### config.mk
export PLATFORM = sky130hd
export DESIGN_NAME = controlador_alerta_pressao
export DESIGN_NICKNAME = d
export VERILOG_FILES = /design/src/rtl/controlador_alerta_pressao.sv
export SDC_FILE = /design/constraint.sdc
export NUM_CORES = 1
export LEC_CHECK = 0
export ABC_AREA = 1
export CORE_MARGIN = 10
export CORE_UTILIZATION = 51
export DETAILED_ROUTE_END_ITERATION = 8
export GPL_TIMING_DRIVEN = 1
export PLACE_DENSITY = 0.8
export SLEW_MARGIN = 40
export SYNTH_ARGS = -nofsm -noshare
export SYNTH_HDL_FRONTEND = slang
export SYNTH_SLANG_ARGS = --single-unit
export TNS_END_PERCENT = 5
### constraint.sdc
create_clock -name clk -period 2.35 [get_ports clk]
set_clock_uncertainty 0.15 [all_clocks]
set_input_delay 0.3525 -clock clk [delete_from_list [all_inputs] [get_ports clk]]
set_output_delay 0.3525 -clock clk [all_outputs]
set_load 0.01 [all_outputs]
### src/rtl/controlador_alerta_pressao.sv
// controlador_alerta_pressao: round-robin pressure scan with confirmed, latched per-channel alarms.
// Define CONTADOR_EVENTOS_EN to add the saturating alarm-event counter output num_eventos.
module controlador_alerta_pressao #(
  parameter int N = 8,
  parameter int NUM_CANAIS = 4,
  parameter logic [N-1:0] LIMITE_BAIXO = 8'd50,
  parameter logic [N-1:0] LIMITE_ALTO = 8'd150,
  parameter int CONFIRMA = 3,
  parameter int PERIODO = 16
) (
  input  logic clk,
  input  logic rst_n,
  input  logic habilita,
  input  logic [NUM_CANAIS*N-1:0] pressao_in,
  input  logic reconhece,
  output logic [$clog2(NUM_CANAIS)-1:0] canal_atual,
  output logic [2*NUM_CANAIS-1:0] alerta_canal,
  output logic [1:0] alerta,
  output logic varredura_ok
`ifdef CONTADOR_EVENTOS_EN
  , output logic [7:0] num_eventos
`endif
);
  localparam int CW = $clog2(NUM_CANAIS);
  localparam int PW = $clog2(PERIODO);
  localparam int KW = $clog2(CONFIRMA + 1);
  localparam logic [PW-1:0] ESPERA_FIM = PW'(PERIODO - NUM_CANAIS - 1);
  localparam logic [CW-1:0] ULTIMO = CW'(NUM_CANAIS - 1);
  localparam logic [KW-1:0] CONF = KW'(CONFIRMA);
  typedef enum logic [1:0] {OCIOSO, ESPERA, AMOSTRA, FIM} estado_t;
  estado_t estado, estado_prox;
  logic [PW-1:0] periodo_cnt, periodo_prox;
  logic [CW-1:0] canal_prox;
  logic amostra_en;
  logic [N-1:0] leitura;
  logic [1:0] classe_nova;
  logic [KW-1:0] conta_nova;
  logic [1:0] classe [NUM_CANAIS];
  logic [KW-1:0] conta [NUM_CANAIS];
  logic [2*NUM_CANAIS-1:0] latch, latch_prox;
  logic alto, baixo;
  always_comb begin
    estado_prox = estado;
    periodo_prox = periodo_cnt;
    canal_prox = '0;
    amostra_en = 1'b0;
    case (estado)
      OCIOSO: begin
        if (habilita) begin
          estado_prox = ESPERA;
          periodo_prox = '0;
        end
      end
      ESPERA: begin
        if (!habilita) estado_prox = OCIOSO;
        else begin
          periodo_prox = periodo_cnt + 1'b1;
          if (periodo_prox == ESPERA_FIM) estado_prox = AMOSTRA;
        end
      end
      AMOSTRA: begin
        if (!habilita) estado_prox = OCIOSO;
        else begin
          amostra_en = 1'b1;
          canal_prox = canal_atual == ULTIMO ? '0 : canal_atual + 1'b1;
          if (canal_atual == ULTIMO) estado_prox = FIM;
        end
      end
      FIM: begin
        periodo_prox = '0;
        estado_prox = habilita ? ESPERA : OCIOSO;
      end
    endcase
  end
  assign leitura = pressao_in[canal_atual*N +: N];
  always_comb begin
    classe_nova = leitura < LIMITE_BAIXO ? 2'b01 : (leitura >= LIMITE_ALTO ? 2'b10 : 2'b00);
    conta_nova = classe_nova == 2'b00 ? '0 :
                 classe_nova != classe[canal_atual] ? KW'(1) :
                 conta[canal_atual] == CONF ? CONF : conta[canal_atual] + 1'b1;
  end
  // acknowledge clears first so a confirming sample on the same edge wins
  always_comb begin
    latch_prox = latch;
    for (int i = 0; i < NUM_CANAIS; i++)
      if (reconhece && classe[i] == 2'b00) latch_prox[2*i +: 2] = 2'b00;
    if (amostra_en && conta_nova == CONF &&
        !(latch[2*canal_atual +: 2] == 2'b10 && classe_nova == 2'b01))
      latch_prox[2*canal_atual +: 2] = classe_nova;
  end
  always_comb begin
    alto = 1'b0;
    baixo = 1'b0;
    for (int i = 0; i < NUM_CANAIS; i++) begin
      alto = alto | latch[2*i+1];
      baixo = baixo | latch[2*i];
    end
  end
  assign alerta = alto ? 2'b10 : (baixo ? 2'b01 : 2'b00);
  assign alerta_canal = latch;
  assign varredura_ok = estado == FIM;
  always_ff @(posedge clk or negedge rst_n) begin
    if (!rst_n) begin
      estado <= OCIOSO;
      periodo_cnt <= '0;
      canal_atual <= '0;
      latch <= '0;
      for (int i = 0; i < NUM_CANAIS; i++) begin
        classe[i] <= 2'b00;
        conta[i] <= '0;
      end
    end else begin
      estado <= estado_prox;
      periodo_cnt <= periodo_prox;
      canal_atual <= canal_prox;
      latch <= latch_prox;
      if (amostra_en) begin
        classe[canal_atual] <= classe_nova;
        conta[canal_atual] <= conta_nova;
      end
    end
  end
`ifdef CONTADOR_EVENTOS_EN
  logic evento;
  always_comb begin
    evento = 1'b0;
    for (int i = 0; i < NUM_CANAIS; i++)
      evento = evento |
        (latch[2*i +: 2] == 2'b00 && latch_prox[2*i +: 2] != 2'b00) |
        (latch[2*i +: 2] == 2'b01 && latch_prox[2*i +: 2] == 2'b10);
  end
  always_ff @(posedge clk or negedge rst_n) begin
    if (!rst_n) num_eventos <= '0;
    else if (evento && num_eventos != 8'hFF) num_eventos <= num_eventos + 1'b1;
  end
`endif
endmodule

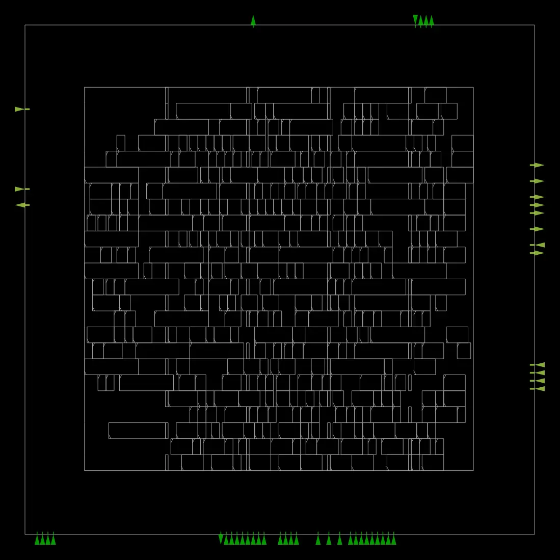
**Above:** run 1 (cell placement).
final std cells w/o fill: 436
area of the core: 4320 sq um
register share of the cell area: 27.3%
count of sequential standard cells: 32
fillers: 386

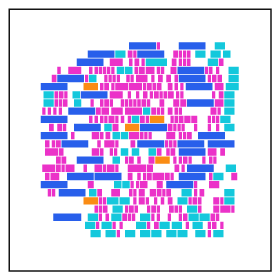
**Above:** run 1 (placed cells, one color a class).
Scale: 3 px per um.
| color | class | cells |
|---|---|---|
| magenta | all other logic | 283 |
| blue | flops | 32 |
| orange | cells driving clock nets | 5 |
| cyan | other buffers and delay cells | 64 |

==> run notes, run 1 <==
- 1.47 nW — Leak
- buf_4 -> nand2_2 -> nand3_2 -> nand2_2 -> inv_2 -> nand2_1 -> nor2_2 -> nand2_2 -> nand3_1 -> nand3_4 -> nor2_2 -> nor2_4 -> nand2_4 -> nand2_1 -> nand2_1 — list of cells traversed by the critical path
- 0 — cts hold-fix bufs
- 15.8% — combined global-route utilization of all metal layers
- 32 — number of clock sinks
- 0.315 ns — Post-Route Hold Slack
- 86.8 um — Die Width
- 44 — PortBufs
- sky130_fd_sc_hd__dfrtp_2 — critical-path cell with the highest stage delay
- 2270 sq um — summed instance area of the synthesized netlist
- 35.2% — post-synth top area share
- sky130_fd_sc_hd__clkbuf_8 — Clock Tree Root
- flip-flop to flip-flop — Setup CP Type
- 0 — Final Hold Viols
- simple AND/OR/NAND/NOR gates — kind of cell adding the most delay to the critical path
- 0 — Post-synth EDFFs
- 2940 sq um — final design area excluding fillers
- 0.44 ns — critical path's largest stage delay
- 0 — Remaining Overflow, GRT
- 0 ns — final-layout setup total negative slack
- 0 — remaining number of nets flagged by the antenna check after routing
- 7.02 sq um — synthesized area per cell
- -0.229 ns — worst setup timing slack at the placement stage
- 86.8 um — die height
- 0 — maximum capacitance violations
- flip-flop — nature of the critical path startpoint
- 0.22 ns — worst-case register-to-register setup slack
- sky130_fd_sc_hd__nand2_1 — count leader, synth
- 469 MHz — highest attainable clock frequency
- 143 — iteration-0 DRC count of the detailed router
- 2.13 ns — minimum clock period after layout
- 0.06 ns — clock transition at the register clock pins on the worst setup and hold paths after CTS
- 116 x sky130_fd_sc_hd__nand2_1, 43 x sky130_fd_sc_hd__clkdlybuf4s50_1, 41 x sky130_fd_sc_hd__inv_1 — most frequently placed logic cells in the final layout
- sky130_fd_sc_hd__nand2_1 — most frequent logic cell in the layout
- 5 — CTS Buf Count
- 4640 um — Final HPWL DP
- 2.37 ns — data required time of the worst path
- 13.5 um — average wire per cell in the routed design
- sky130_fd_sc_hd__dfrtp_1 35%, sky130_fd_sc_hd__nand2_1 19%, sky130_fd_sc_hd__nand3_1 7.9% — top cells by area, synth
- 5890 um — final wirelength
- 100% — Post-synth ARST share
- 73.4% — Slew HR
- 90.7% — ratio of final minimum period to clock period
- 116 x sky130_fd_sc_hd__nand2_1, 41 x sky130_fd_sc_hd__inv_1, 36 x sky130_fd_sc_hd__nand3_1 — top cells by count
- 367 — net count of the mapped netlist
- 67.9% — Final Util
- 2 — buffers plus inverters on the worst setup path
- 429 — Final nets
- 324 — Gate Count Post-Synth
- 2810 sq um — post-detailed-placement cell area
- 0 — antenna diode instance count
- 2 — Max Buffers Root-to-Sink
- 0 — # setup viols final
- 4 — First-pass DRT Iterations
- alerta_canal[6] — endpoint of the worst register-to-register path
- 324 — number of standard cells reported by yosys
- 24 — standard-cell row count
- flip-flop — Setup crit end kind
- 0 — number of antenna violations at the first check in global routing
- 428 — cell count after placement
- 0 — Yosys warning count
- input pin to async pin — classification of the worst-slack hold path
- 35 — OpenROAD warning count
- 29.1% — area grow syn2layout
- 0.218 ns — Setup WS post-layout
- completed — status
- yes — TritonCTS clock tree
- 7530 sq um — die area
- 15 — path depth of the worst reg2reg path
- 9 — CP Max Fanout
- 49 — I/O pin cnt
- 0.399 ns — transition time at the pin with the least slew margin
- 33 — number of distinct library cells after synthesis
- 329 uV — largest voltage drop on the vdd net
- 13.0% — share of post-route cells with drive strength above 1
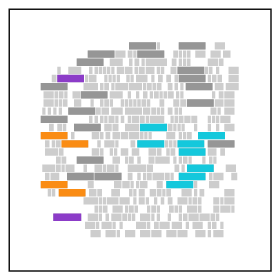
**Above:** run 1 (sequential cells colored by netlist name).
Scale: 3 px per um. Other sequential cells in the stronger gray, the rest of the logic in the fainter gray.
| color | netlist name | placed flops |
|---|---|---|
| purple | canal_atual | 2 |
| cyan | classe | 8 |
| orange | periodo_cnt | 4 |

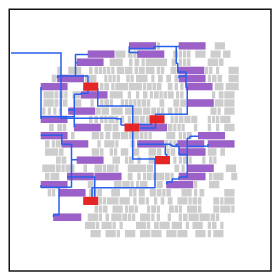
**Above:** run 1 (clock distribution).
Scale: 3 px per um.
[red] cells driving clock nets | count: 5
[purple] flip-flops | count: 32
[blue] clock wires | length: 432 um
routed clock nets: 6
Clock Power: 0.374 mW
Worst-Skew Late Latency: 0.28 ns

[run 1: cell families after synthesis]
kind of cell             count (synthesis)  share of synthesized area [%]
AND/OR/NAND/NOR                        182                           36.1
flip-flops                              32                           35.2
AND-OR/OR-AND                           46                           12.3
XOR/XNOR                                 2                          0.771
adder cells (fa/ha/maj)                  7                           3.85
buffers and inverters                   55                           11.8
[run 1: report_power, final]
part / internal (mW) / switching [mW]
sequential: 0.577 / 0.0192
clock: 0.190 / 0.184
combinational: 0.141 / 0.136
total: 0.909 / 0.339
[run 1: registers in the layout, summed over array words and instances, names as in the netlist]
signal        cells
alerta_canal      8
canal_atual       2
classe            8
conta             8
estado            2
periodo_cnt       4
[run 1: area by class of cell]
type                       count  area (sq um)
inverter                      46           180
multi-input combinational    237          1210
tap                           52          65.1
fill                         386          1390
timing repair buffer          64           609
sequential                    32           802
clock buffer                   5          68.8
[run 1: worst max-delay path by stage]
stage	start	end	slack, ns	cells after the start
6_report	canal_atual[0]	alerta_canal[6]	0.22	15
5_1_grt	canal_atual[0]	conta[6]	0.03	15
4_1_cts	canal_atual[0]	alerta_canal[6]	0.05	13
3_5_place_dp	pressao_in[5]	alerta_canal[5]	-0.23	14
3_3_place_gp	pressao_in[5]	alerta_canal[6]	-0.19	14
2_1_floorplan	canal_atual[0]	alerta_canal[6]	0.16	14
[run 1: routing by layer]
layer  track usage (%)  part of all wire (%)  vias up
met5                 0                     0        -
met4              4.71                  0.81        0
met3              4.50                   6.0        7
met2              27.1                    50       60
met1              18.5                    43     1033
li1                  -                     -     1164
[run 1: timing repair]
item | 4_1_cts | 5_1_grt
setup buffers | 0 | 3
pin swaps | 0 | 1
endpoints found under the setup margin | 8 | 12
cloned | 0 | 0
gates resized | 1 | 6
==> run 2: changes to the inputs <==
- HOLD_SLACK_MARGIN: not set -> 0.1
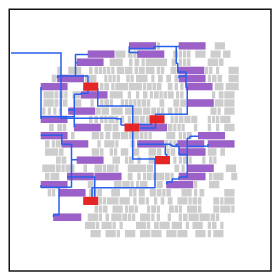
**Above:** run 2 (clock distribution).
Scale: 3 px per um.
relative contribution of the clock network to total power: 30.0%

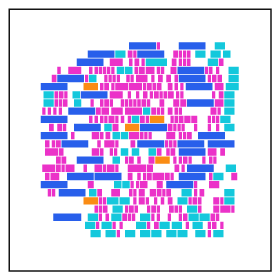
**Above:** run 2 (placed cells, one color a class).
Scale: 3 px per um.
| color | class | cells |
|---|---|---|
| magenta | all other logic | 283 |
| blue | flops | 32 |
| orange | cells driving clock nets | 5 |
| cyan | other buffers and delay cells | 64 |
final design area excluding fillers: 2940 sq um
Final Util: 67.9%
standard-cell row count: 24

==> run 2 against run 1 <==
  * Flip-flop count stayed put
  * Hold slack unchanged
  * Non-clock buffer count stayed put
  * Register-to-register slack hardly changed
  * Cell count did not move
  * Synthesized area did not move
  * Fmax unchanged
  * Worst setup slack unchanged
  * Die size stayed put
  * Clock-buffer cell count unchanged
  * Synthesized cell count unchanged
  * Critical path type unchanged
  * Largest power group unchanged
==> run notes, run 2 <==
- completed — status
- 116 x sky130_fd_sc_hd__nand2_1, 43 x sky130_fd_sc_hd__clkdlybuf4s50_1, 41 x sky130_fd_sc_hd__inv_1 — most frequently placed logic cells in the final layout
- 13.5 um — average wire per cell in the routed design, unchanged
- 5890 um — final wirelength, unchanged
- 49 — I/O pin cnt, unchanged
- 100% — Post-synth ARST share, unchanged
- flip-flop to flip-flop — Setup CP Type
- 86.8 um — die height, unchanged
- 329 uV — largest voltage drop on the vdd net, unchanged
- simple AND/OR/NAND/NOR gates — kind of cell adding the most delay to the critical path
- 86.8 um — Die Width, unchanged
- sky130_fd_sc_hd__clkbuf_8 — Clock Tree Root
- 469 MHz — highest attainable clock frequency, unchanged
- flip-flop — nature of the critical path startpoint
- 73.4% — Slew HR, unchanged
- 0 — cts hold-fix bufs, unchanged
- sky130_fd_sc_hd__dfrtp_1 35%, sky130_fd_sc_hd__nand2_1 19%, sky130_fd_sc_hd__nand3_1 7.9% — top cells by area, synth
- 429 — Final nets, unchanged
- 15.8% — combined global-route utilization of all metal layers, unchanged
- 35 — OpenROAD warning count, unchanged
- 2.37 ns — data required time of the worst path, about the same
- 0.28 ns — Worst-Skew Late Latency, about the same
- 2810 sq um — post-detailed-placement cell area, unchanged
- 0 — antenna diode instance count, unchanged
- 2.15 ns — crit path DAT
- 0.871 — gp weighted congestion
- 2270 sq um — summed instance area of the synthesized netlist, unchanged
- sky130_fd_sc_hd__nand2_1 — count leader, synth
- 0 — Yosys warning count, unchanged
- 0 — number of antenna violations at the first check in global routing, unchanged
- 44 — PortBufs, unchanged
- 2 — Max Buffers Root-to-Sink, unchanged
- 2.13 ns — minimum clock period after layout, unchanged
- 1.47 nW — Leak, unchanged
- sky130_fd_sc_hd__dfrtp_2 — critical-path cell with the highest stage delay
- 52.6% — effective utilization at floorplan
- 2 — buffers plus inverters on the worst setup path, unchanged
- 9 — CP Max Fanout, unchanged
- 0 — maximum capacitance violations, unchanged
- yes — TritonCTS clock tree
- 143 — iteration-0 DRC count of the detailed router, unchanged
- 5 — CTS Buf Count, unchanged
- 116 x sky130_fd_sc_hd__nand2_1, 41 x sky130_fd_sc_hd__inv_1, 36 x sky130_fd_sc_hd__nand3_1 — top cells by count
- input pin to async pin — classification of the worst-slack hold path
- 9750 um — global-route wire length before repair
- 0.399 ns — transition time at the pin with the least slew margin, unchanged
- 0.06 ns — clock transition at the register clock pins on the worst setup and hold paths after CTS, about the same
- 324 — Gate Count Post-Synth, unchanged
- 7530 sq um — die area, unchanged
- 35.2% — register share after synthesis
- 4640 um — Final HPWL DP, unchanged
- 33 — number of distinct library cells after synthesis, unchanged
- 7.02 sq um — synthesized area per cell, unchanged
- 4 — First-pass DRT Iterations, unchanged
- 35.2% — post-synth top area share, unchanged
- 32 — number of clock sinks, unchanged
- 0.315 ns — Post-Route Hold Slack, unchanged
- 0 — Post-synth EDFFs, unchanged
- sky130_fd_sc_hd__dfrtp_1 — main flop type after synthesis
- 0.44 ns — critical path's largest stage delay, about the same
- 15 — path depth of the worst reg2reg path, unchanged
- 324 — number of standard cells reported by yosys, unchanged
- 0 — # setup viols final, unchanged
- 4320 sq um — area of the core, unchanged
- 0 — remaining number of nets flagged by the antenna check after routing, unchanged
- 0 — Final Hold Viols, unchanged
- 367 — net count of the mapped netlist, unchanged
- buf_4 -> nand2_2 -> nand3_2 -> nand2_2 -> inv_2 -> nand2_1 -> nor2_2 -> nand2_2 -> nand3_1 -> nand3_4 -> nor2_2 -> nor2_4 -> nand2_4 -> nand2_1 -> nand2_1 — list of cells traversed by the critical path
- 90.7% — ratio of final minimum period to clock period, unchanged
- 29.1% — area grow syn2layout, unchanged
- flip-flop — Setup crit end kind
- 13.0% — share of post-route cells with drive strength above 1, unchanged
- 15 — count of cell instances traversed by the critical path, unchanged
- 0 ns — final-layout setup total negative slack, unchanged
- sky130_fd_sc_hd__nand2_1 — most frequent logic cell in the layout
- 0 — Remaining Overflow, GRT, unchanged
run 2: cell counts after synthesis:
Identical to the previous run, type by type.
run 2: cells by family after synthesis:
family,share of synthesized area (%)
compound gates,12.3
xor+xnor,0.771
fa+ha+maj,3.85
buf+inv,11.8
flops,35.2
simple gates,36.1
run 2: layout make-up:
type | instances | area (sq um)
fill | 386 | 1390
multi-input combinational | 237 | 1210
sequential | 32 | 802
timing repair buffer | 64 | 609
inverter | 46 | 180
clock buffer | 5 | 68.8
tap | 52 | 65.1
run 2: per-layer routing:
layer / vias to the layer above / routed length [um] / global-route usage, %
li1: 1164 / - / -
met1: 1033 / 2520 / 18.5
met2: 60 / 2970 / 27.1
met3: 7 / 353 / 4.50
met4: 0 / 48 / 4.71
met5: - / 0 / 0
run 2: per-stage QoR:
step | util, % | instances | worst slack, ns
after detailed placement | 65.1 | 428 | -0.229
after CTS | 66.8 | 433 | 0.0535
after floorplan | - | 324 | 0.156
final | 67.9 | 436 | 0.218
after global placement | 65.1 | 428 | -0.194
after global routing | 67.9 | 436 | 0.0289
run 2: timing repair:
action	CTS	global route
endpoints found under the setup margin	8	12
resized	1	6
buffers inserted	0	3
pin swaps	0	1
hold endpoints to repair	0	0
run 2: final timing paths:
check | from | end | slack [ns]
worst max-delay path | canal_atual[0] | alerta_canal[6] | 0.22
worst min-delay path | rst_n | alerta_canal[1] | 0.31
worst max register to register | canal_atual[0] | alerta_canal[6] | 0.22
worst min register to register | conta[2] | conta[2] | 0.33
max in group asynchronous | rst_n | canal_atual[0] | 1.42
min in group clk | conta[2] | conta[2] | 0.33
run 2: where the power goes:
part	switching (mW)	internal, mW
Sequential	0.0192	0.577
Clock	0.184	0.190
Combinational	0.136	0.141
Power and IR drop assume default switching activity.
